==> images/port_nets.png <==
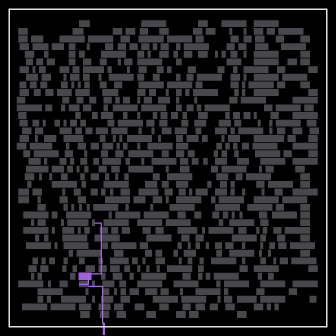
==> images/gate_families.png <==
Bar = 20 um.
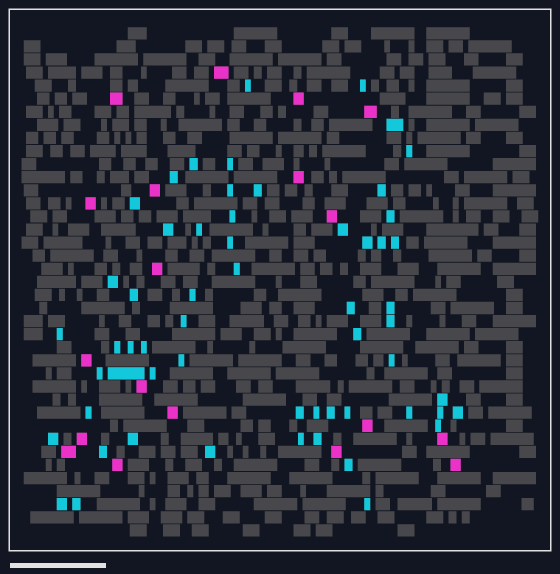
==> images/density.png <==
The die is cut into 11 by 11 equal tiles; black is low, pale yellow is high, 0 to 100% covered.
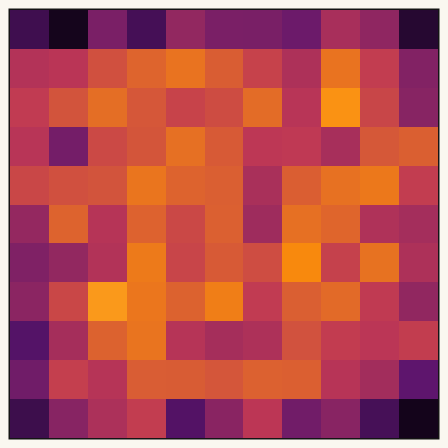
<file path="config.mk">
export PLATFORM = sky130hd
export DESIGN_NAME = approx_err_monitor_flat
export DESIGN_NICKNAME = d
export VERILOG_FILES = /design/src/rtl/approx_err_monitor_pkg.sv /design/src/rtl/approx_err_monitor_if.sv /design/src/rtl/approx_err_monitor_exact_ref.sv /design/src/rtl/approx_err_monitor.sv /design/src/flat_wrapper.sv
export SDC_FILE = /design/constraint.sdc
export NUM_CORES = 1
export LEC_CHECK = 0
export ABC_CLOCK_PERIOD_IN_PS = 2800
export CAP_MARGIN = 40
export CELL_PAD_IN_SITES_DETAIL_PLACEMENT = 1
export CELL_PAD_IN_SITES_GLOBAL_PLACEMENT = 1
export CORE_MARGIN = 2
export CORE_UTILIZATION = 43
export DETAILED_ROUTE_END_ITERATION = 8
export PLACE_DENSITY_LB_ADDON = 0.1
export SETUP_SLACK_MARGIN = 0.2
export SLEW_MARGIN = 40
export SYNTH_ARGS = -nofsm -noshare
export SYNTH_HDL_FRONTEND = slang
export SYNTH_SLANG_ARGS = --single-unit
</file>
<file path="constraint.sdc">
create_clock -name clk -period 2.8 [get_ports clk]
set_clock_uncertainty 0.05 [all_clocks]
set_input_delay 0.56 -clock clk [delete_from_list [all_inputs] [get_ports clk]]
set_output_delay 0.56 -clock clk [all_outputs]
set_load 0.02 [all_outputs]
</file>
<file path="src/rtl/approx_err_monitor_pkg.sv">
// ---------------------------------------------------------------------------
// approx_mon_pkg
// Shared types and constants for the approximate-adder error monitor.
//   mon_state_e  : monitor FSM states
//   DRAIN_CYCLES : cycles spent letting the pipeline empty before reporting
//   mon_log2     : width helper used to size counters from WINDOW
//   mon_rpt_t    : one report record, sized for the largest supported
//                  configuration (WINDOW up to 65536, RES_W up to 16)
// Optional feature macro: APPROX_MON_SQERR_EN adds the squared-error sum.
// ---------------------------------------------------------------------------
package approx_mon_pkg;

   typedef enum logic [1:0] {
      ST_IDLE   = 2'd0,
      ST_RUN    = 2'd1,
      ST_DRAIN  = 2'd2,
      ST_REPORT = 2'd3
   } mon_state_e;

   localparam int DRAIN_CYCLES = 2;

   localparam int MAX_LOG_W = 16;
   localparam int MAX_RES_W = 16;

   function automatic int mon_log2(input int value);
      return $clog2(value);
   endfunction

   typedef struct packed {
      logic [MAX_LOG_W:0]           err_cnt;
      logic [MAX_RES_W+MAX_LOG_W-1:0] sae;
      logic [MAX_RES_W-1:0]         max_err;
      logic [MAX_RES_W-1:0]         mean;
`ifdef APPROX_MON_SQERR_EN
      logic [2*MAX_RES_W+MAX_LOG_W-1:0] sse;
`endif
   } mon_rpt_t;

endpackage

</file>
<file path="src/rtl/approx_err_monitor_if.sv">
// ---------------------------------------------------------------------------
// approx_err_monitor_if
// Beat stream and report handshake of the error monitor.
//   in_valid/in_ready   : beat handshake
//   opnd                : {cin, b, a}
//   appr                : approximate adder result
//   rpt_valid/rpt_ready : report handshake
//   rpt_err_cnt, rpt_sae, rpt_max, rpt_mean : report fields
//   rpt_sse             : sum of squared errors (APPROX_MON_SQERR_EN only)
// master = beat producer / report consumer, slave = the monitor.
// ---------------------------------------------------------------------------
interface approx_err_monitor_if
   import approx_mon_pkg::*;
#(
   parameter int WINDOW = 1024,
   parameter int A_W    = 5,
   parameter int RES_W  = 7
) ();

   localparam int LOG_W = mon_log2(WINDOW);

   logic                   in_valid;
   logic                   in_ready;
   logic [2*A_W:0]         opnd;
   logic [RES_W-1:0]       appr;
   logic                   rpt_valid;
   logic                   rpt_ready;
   logic [LOG_W:0]         rpt_err_cnt;
   logic [RES_W+LOG_W-1:0] rpt_sae;
   logic [RES_W-1:0]       rpt_max;
   logic [RES_W-1:0]       rpt_mean;
`ifdef APPROX_MON_SQERR_EN
   logic [2*RES_W+LOG_W-1:0] rpt_sse;
`endif

   modport master (
      output in_valid, opnd, appr, rpt_ready,
      input  in_ready, rpt_valid, rpt_err_cnt, rpt_sae, rpt_max, rpt_mean
`ifdef APPROX_MON_SQERR_EN
      , input rpt_sse
`endif
   );

   modport slave (
      input  in_valid, opnd, appr, rpt_ready,
      output in_ready, rpt_valid, rpt_err_cnt, rpt_sae, rpt_max, rpt_mean
`ifdef APPROX_MON_SQERR_EN
      , output rpt_sse
`endif
   );

endinterface

</file>
<file path="src/rtl/approx_err_monitor_exact_ref.sv">
// ---------------------------------------------------------------------------
// approx_exact_ref
// Purely combinational exact reference for an A_W-bit two-operand adder
// with carry-in, plus the absolute error of an approximate result.
//   i_opnd  : {cin, b[A_W-1:0], a[A_W-1:0]}
//   i_appr  : approximate result, RES_W bits
//   o_exact : a + b + cin, zero-extended to RES_W
//   o_err   : |i_appr - o_exact|
// ---------------------------------------------------------------------------
module approx_exact_ref
   import approx_mon_pkg::*;
#(
   parameter int A_W   = 5,
   parameter int RES_W = 7
) (
   input  logic [2*A_W:0]   i_opnd,
   input  logic [RES_W-1:0] i_appr,
   output logic [RES_W-1:0] o_exact,
   output logic [RES_W-1:0] o_err
);

   logic [A_W:0]   w_sum;
   logic [RES_W:0] w_diff;

   // The sum is formed one bit wider than the operands so the carry-out is
   // kept; the difference gets one extra bit so its sign is visible and the
   // magnitude can be recovered by negation.
   always_comb begin
      w_sum   = {1'b0, i_opnd[A_W-1:0]} + {1'b0, i_opnd[2*A_W-1:A_W]}
              + (A_W+1)'(i_opnd[2*A_W]);
      o_exact = RES_W'(w_sum);
      w_diff  = {1'b0, i_appr} - {1'b0, o_exact};
      o_err   = w_diff[RES_W] ? RES_W'(-w_diff) : w_diff[RES_W-1:0];
   end

endmodule

</file>
<file path="src/rtl/approx_err_monitor.sv">
// ---------------------------------------------------------------------------
// approx_err_monitor
// Measures the error of an approximate adder over windows of WINDOW beats
// and publishes count / sum / max / mean of the absolute error per window.
//   clk, rst_n : rising-edge clock, asynchronous active-low reset
//   start      : IDLE -> RUN pulse
//   abort      : synchronous return to IDLE, clears everything
//   cont       : at report handshake, 1 = start next window, 0 = IDLE
//   busy       : monitor not idle
//   bus        : beat stream and report handshake (slave side)
// Pipeline: beat accepted at T, error registered at T+1, accumulators at T+2.
// Optional macro APPROX_MON_SQERR_EN adds rpt_sse (sum of squared errors).
// ---------------------------------------------------------------------------
module approx_err_monitor
   import approx_mon_pkg::*;
#(
   parameter int WINDOW = 1024,
   parameter int A_W    = 5,
   parameter int RES_W  = 7
) (
   input  logic clk,
   input  logic rst_n,
   input  logic start,
   input  logic abort,
   input  logic cont,
   output logic busy,
   approx_err_monitor_if.slave bus
);

   localparam int LOG_W = mon_log2(WINDOW);
   localparam int CNT_W = LOG_W + 1;
   localparam int SAE_W = RES_W + LOG_W;
`ifdef APPROX_MON_SQERR_EN
   localparam int SSE_W = 2*RES_W + LOG_W;
`endif

   mon_state_e         r_state;
   mon_state_e         w_stateNxt;
   logic               w_accept;
   logic               w_loadRpt;
   logic               w_clearAcc;
   logic [LOG_W-1:0]   r_sampleCnt;
   logic [1:0]         r_drainCnt;
   logic [RES_W-1:0]   w_exact;
   logic [RES_W-1:0]   w_err;
   logic               r_s1Valid;
   logic               r_s1Nz;
   logic [RES_W-1:0]   r_s1Err;
   logic [CNT_W-1:0]   r_errCnt;
   logic [SAE_W-1:0]   r_sae;
   logic [RES_W-1:0]   r_max;
   logic [CNT_W-1:0]   r_rptErrCnt;
   logic [SAE_W-1:0]   r_rptSae;
   logic [RES_W-1:0]   r_rptMax;
`ifdef APPROX_MON_SQERR_EN
   logic [2*RES_W-1:0] r_s1Sq;
   logic [SSE_W-1:0]   r_sse;
   logic [SSE_W-1:0]   r_rptSse;
`endif

   approx_exact_ref #(.A_W(A_W), .RES_W(RES_W)) u_exactRef (
      .i_opnd  (bus.opnd),
      .i_appr  (bus.appr),
      .o_exact (w_exact),
      .o_err   (w_err)
   );

   // State register.
   always_ff @(posedge clk or negedge rst_n) begin
      if (!rst_n) r_state <= ST_IDLE;
      else        r_state <= w_stateNxt;
   end

   // Next-state and per-cycle strobes. Abort is applied last so it wins over
   // a start, an acceptance or a report handshake in the same cycle.
   always_comb begin
      w_stateNxt = r_state;
      w_accept   = 1'b0;
      w_loadRpt  = 1'b0;
      w_clearAcc = 1'b0;
      case (r_state)
         ST_IDLE: begin
            if (start) begin
               w_stateNxt = ST_RUN;
               w_clearAcc = 1'b1;
            end
         end
         ST_RUN: begin
            w_accept = bus.in_valid;
            if (bus.in_valid && (r_sampleCnt == LOG_W'(WINDOW-1)))
               w_stateNxt = ST_DRAIN;
         end
         ST_DRAIN: begin
            if (r_drainCnt == 2'(DRAIN_CYCLES-1)) begin
               w_stateNxt = ST_REPORT;
               w_loadRpt  = 1'b1;
            end
         end
         ST_REPORT: begin
            if (bus.rpt_ready) begin
               w_stateNxt = cont ? ST_RUN : ST_IDLE;
               w_clearAcc = 1'b1;
            end
         end
         default: w_stateNxt = ST_IDLE;
      endcase
      if (abort) begin
         w_stateNxt = ST_IDLE;
         w_accept   = 1'b0;
         w_loadRpt  = 1'b0;
         w_clearAcc = 1'b1;
      end
   end

   // Sample counter wraps to zero on the last beat because WINDOW is a power
   // of two; the drain counter only runs while in DRAIN.
   always_ff @(posedge clk or negedge rst_n) begin
      if (!rst_n) begin
         r_sampleCnt <= '0;
         r_drainCnt  <= '0;
      end else begin
         if (w_clearAcc)    r_sampleCnt <= '0;
         else if (w_accept) r_sampleCnt <= r_sampleCnt + LOG_W'(1);
         if (r_state == ST_DRAIN && !abort) r_drainCnt <= r_drainCnt + 2'd1;
         else                               r_drainCnt <= '0;
      end
   end

   // First pipeline stage: capture the error of an accepted beat. The
   // nonzero flag uses the exact sum directly rather than testing the error.
   always_ff @(posedge clk or negedge rst_n) begin
      if (!rst_n) begin
         r_s1Valid <= 1'b0;
         r_s1Nz    <= 1'b0;
         r_s1Err   <= '0;
`ifdef APPROX_MON_SQERR_EN
         r_s1Sq    <= '0;
`endif
      end else begin
         r_s1Valid <= w_accept;
         if (w_accept) begin
            r_s1Nz  <= (bus.appr != w_exact);
            r_s1Err <= w_err;
`ifdef APPROX_MON_SQERR_EN
            r_s1Sq  <= (2*RES_W)'(w_err) * (2*RES_W)'(w_err);
`endif
         end
      end
   end

   // Second stage: window accumulators. Widths are chosen so the sums can
   // hold WINDOW worst-case errors without overflow.
   always_ff @(posedge clk or negedge rst_n) begin
      if (!rst_n) begin
         r_errCnt <= '0;
         r_sae    <= '0;
         r_max    <= '0;
`ifdef APPROX_MON_SQERR_EN
         r_sse    <= '0;
`endif
      end else if (w_clearAcc) begin
         r_errCnt <= '0;
         r_sae    <= '0;
         r_max    <= '0;
`ifdef APPROX_MON_SQERR_EN
         r_sse    <= '0;
`endif
      end else if (r_s1Valid) begin
         if (r_s1Nz) r_errCnt <= r_errCnt + CNT_W'(1);
         r_sae <= r_sae + SAE_W'(r_s1Err);
         if (r_s1Err > r_max) r_max <= r_s1Err;
`ifdef APPROX_MON_SQERR_EN
         r_sse <= r_sse + SSE_W'(r_s1Sq);
`endif
      end
   end

   // Report registers snapshot the accumulators once per window and then
   // hold for as long as the consumer stalls.
   always_ff @(posedge clk or negedge rst_n) begin
      if (!rst_n) begin
         r_rptErrCnt <= '0;
         r_rptSae    <= '0;
         r_rptMax    <= '0;
`ifdef APPROX_MON_SQERR_EN
         r_rptSse    <= '0;
`endif
      end else if (abort) begin
         r_rptErrCnt <= '0;
         r_rptSae    <= '0;
         r_rptMax    <= '0;
`ifdef APPROX_MON_SQERR_EN
         r_rptSse    <= '0;
`endif
      end else if (w_loadRpt) begin
         r_rptErrCnt <= r_errCnt;
         r_rptSae    <= r_sae;
         r_rptMax    <= r_max;
`ifdef APPROX_MON_SQERR_EN
         r_rptSse    <= r_sse;
`endif
      end
   end

   // Handshake outputs follow the state directly; the mean is the top
   // RES_W bits of the error sum, i.e. the sum divided by WINDOW.
   assign bus.in_ready    = (r_state == ST_RUN);
   assign bus.rpt_valid   = (r_state == ST_REPORT);
   assign busy            = (r_state != ST_IDLE);
   assign bus.rpt_err_cnt = r_rptErrCnt;
   assign bus.rpt_sae     = r_rptSae;
   assign bus.rpt_max     = r_rptMax;
   assign bus.rpt_mean    = r_rptSae[SAE_W-1:LOG_W];
`ifdef APPROX_MON_SQERR_EN
   assign bus.rpt_sse     = r_rptSse;
`endif

endmodule

</file>
<file path="src/flat_wrapper.sv">
// flat-port wrapper written by rule: the top's interface ports become plain ports
module approx_err_monitor_flat import approx_mon_pkg::*;
#(
   parameter int WINDOW = 1024,
   parameter int A_W    = 5,
   parameter int RES_W  = 7
)
  (clk, rst_n, start, abort, cont, busy, bus_in_valid, bus_opnd, bus_appr, bus_rpt_ready, bus_in_ready, bus_rpt_valid, bus_rpt_err_cnt, bus_rpt_sae, bus_rpt_max, bus_rpt_mean);
  approx_err_monitor_if #(.WINDOW(WINDOW), .A_W(A_W), .RES_W(RES_W)) bus_i ();
  input  logic clk;
  input  logic rst_n;
  input  logic start;
  input  logic abort;
  input  logic cont;
  output logic busy;
  input wire logic [$bits(bus_i.in_valid)-1:0] bus_in_valid;
  input wire logic [$bits(bus_i.opnd)-1:0] bus_opnd;
  input wire logic [$bits(bus_i.appr)-1:0] bus_appr;
  input wire logic [$bits(bus_i.rpt_ready)-1:0] bus_rpt_ready;
  output wire logic [$bits(bus_i.in_ready)-1:0] bus_in_ready;
  output wire logic [$bits(bus_i.rpt_valid)-1:0] bus_rpt_valid;
  output wire logic [$bits(bus_i.rpt_err_cnt)-1:0] bus_rpt_err_cnt;
  output wire logic [$bits(bus_i.rpt_sae)-1:0] bus_rpt_sae;
  output wire logic [$bits(bus_i.rpt_max)-1:0] bus_rpt_max;
  output wire logic [$bits(bus_i.rpt_mean)-1:0] bus_rpt_mean;
  assign bus_i.in_valid = bus_in_valid;
  assign bus_i.opnd = bus_opnd;
  assign bus_i.appr = bus_appr;
  assign bus_i.rpt_ready = bus_rpt_ready;
  assign bus_in_ready = bus_i.in_ready;
  assign bus_rpt_valid = bus_i.rpt_valid;
  assign bus_rpt_err_cnt = bus_i.rpt_err_cnt;
  assign bus_rpt_sae = bus_i.rpt_sae;
  assign bus_rpt_max = bus_i.rpt_max;
  assign bus_rpt_mean = bus_i.rpt_mean;
  approx_err_monitor #(.WINDOW(WINDOW), .A_W(A_W), .RES_W(RES_W)) u_core (.clk(clk), .rst_n(rst_n), .start(start), .abort(abort), .cont(cont), .busy(busy), .bus(bus_i));
endmodule
</file>
==> reports/metrics.cfg <==
[logic_synthesis]
syn_avg_cell_area_um2=10.4
synthFlopType=dfrtp_1
ys_warn_count=0
ys_seq_elements=93
ys_cells=485
compound_area_frac=0.179
top_cells_by_count=93 x dfrtp_1, 42 x nor2_1, 35 x a22o_1

[run_status]
violations=negative setup slack
outcome=finished with violations

[final_timing]
setup_viol=2
fin_ws_ns=-0.0296
relSlewSlack=0.575
timing.final.crit_share=1.01

[global_routing]
grt_pass1_wl_mm=21.4
grt_pass1_vias=4376
antenna_found_initial=0
grt_start_max_net_pins=49

[routing]
drc=0
vias=3977

[final_layout]
lay_top_cells=93 x dfrtp_1, 61 x clkdlybuf4s50_1, 39 x nor2_1
ff_latch_area_um2=2330
syn_to_final_growth_pct=28.7
drive_above_1_share=0.155

[critical_path]
reg2reg_depth=8
crit_path_start=bus_opnd[0]
r2r_end=u_core.r_sae[10]
endpoint=u_core.r_s1Err[6]
r2r_slack_ns=0.39

[clock_tree]
cts_max_path_buffers=2

[die]
chipHeight_um=112

[power]
power_mw=4.11

## Picture notes: port_nets.png
[`bus_in_ready`] purple | bits: 1 | direction: output | edge: bottom | end cells: 1 | buffers: 1 | wire: 51.6 um
IO Port Bufs: 69
IO Pins: 70

## Picture notes: gate_families.png
[NAND gates] cyan | cells: 58 | most used: nand2_1
[AND and OR gates] magenta | cells: 19 | most used: or3_1
most frequent logic cell in the layout: dfrtp_1
Comb/total area: 0.401
fin cells: 722

## Picture notes: density.png
mean over tiles: 50%
tiles over 75% full: 1.7%
fullest tile: 78%
utilization after layout: 0.568
Core Util at FP: 0.442
CORE AREA: 11400 um2

-- stage by stage --
| stage | instance area (um2) | util | TNS, ns | instances | setup slack (ns) |
|---|---|---|---|---|---|
| 5_1_grt | 6490 | 0.568 | -0.894 | 722 | -0.195 |
| 3_5_place_dp | 6060 | 0.530 | -4.38 | 701 | -0.769 |
| 2_1_floorplan | 5060 | - | -0.327 | 485 | -0.117 |
| 4_1_cts | 6400 | 0.560 | -0.0517 | 719 | -0.0517 |
| 3_3_place_gp | 6040 | 0.529 | -3.87 | 701 | -0.646 |
| 6_report | 6490 | 0.568 | -0.0440 | 722 | -0.0296 |
-- layer usage --
metal  up-vias  routed length [um]
li1       1901                   -
met5         -                   0
met4         0                 184
met1      2002                5480
met3        17                 330
met2        57                6180
-- logic make-up (layout without fill, tap and decap cells) --
logic type,Yosys count,in the layout
muxes,6,6
AOI/OAI and AO/OA,124,124
and+or+nand+nor,139,139
DFF,93,93
buffers and inverters,50,144
adders and majority gates,37,37
xor gates and xnor gates,36,36
-- layout make-up --
type | instances | area share
sequential | 93 | 0.359
inverter | 25 | 0.0152
multi-input combinational | 342 | 0.401
timing repair buffer | 104 | 0.151
clock buffer | 10 | 0.0368
tap | 143 | 0.0276
clock inverter | 5 | 0.00906
-- how the worst min path moves through the flow --
stage / start / end / slack [ns] / depth (start not counted)
4_1_cts: rst_n / u_core.bus.rpt_err_cnt[4] / 0.19 / 1
5_1_grt: rst_n / u_core.bus.rpt_err_cnt[4] / 0.22 / 1
3_3_place_gp: u_core.r_drainCnt[0] / u_core.r_drainCnt[0] / 0.37 / 1
6_report: rst_n / u_core.bus.rpt_err_cnt[4] / 0.17 / 1
3_5_place_dp: u_core.r_drainCnt[0] / u_core.r_drainCnt[0] / 0.40 / 1
2_1_floorplan: rst_n / u_core.bus.rpt_err_cnt[0] / 0.21 / 0
-- worst register-to-register path, stage by stage (launching register included) --
cell and delay, ns:
dfrtp_1 0.43, ha_1 0.23, fa_1 0.41, a21o_1 0.19
a21o_1 0.22, a21oi_2 0.35, nor4b_1 0.15, xnor2_1 0.18
nor2_1 0.06
-- report_power, final --
group          leakage [nW]  internal, mW  switching (mW)  total, mW
clock network         0.141         0.713           0.526       1.24
registers              1.29          1.43           0.114       1.54
logic                  1.48         0.592           0.735       1.33
total                  2.91          2.73            1.38       4.11
-- state kept, by name, indices dropped and copies added (netlist names), 2 cells and up --
signal / cells
u_core.bus.rpt_err_cnt: 11
u_core.r_s1Err: 7
u_core.r_errCnt: 11
u_core.r_max: 7
u_core.bus.rpt_max: 7
u_core.r_sae: 17
u_core.r_drainCnt: 2
u_core.r_state: 2
u_core.r_sampleCnt: 10
u_core.bus.rpt_sae: 17
-- repair_timing --
action,4_1_cts,5_1_grt
hold buffers,0,0
resized,26,18
setup endpoints to repair,7,6
pin swaps,20,16
setup buffers,3,3
No activity file was given, so power comes from the tool's default toggle rates.
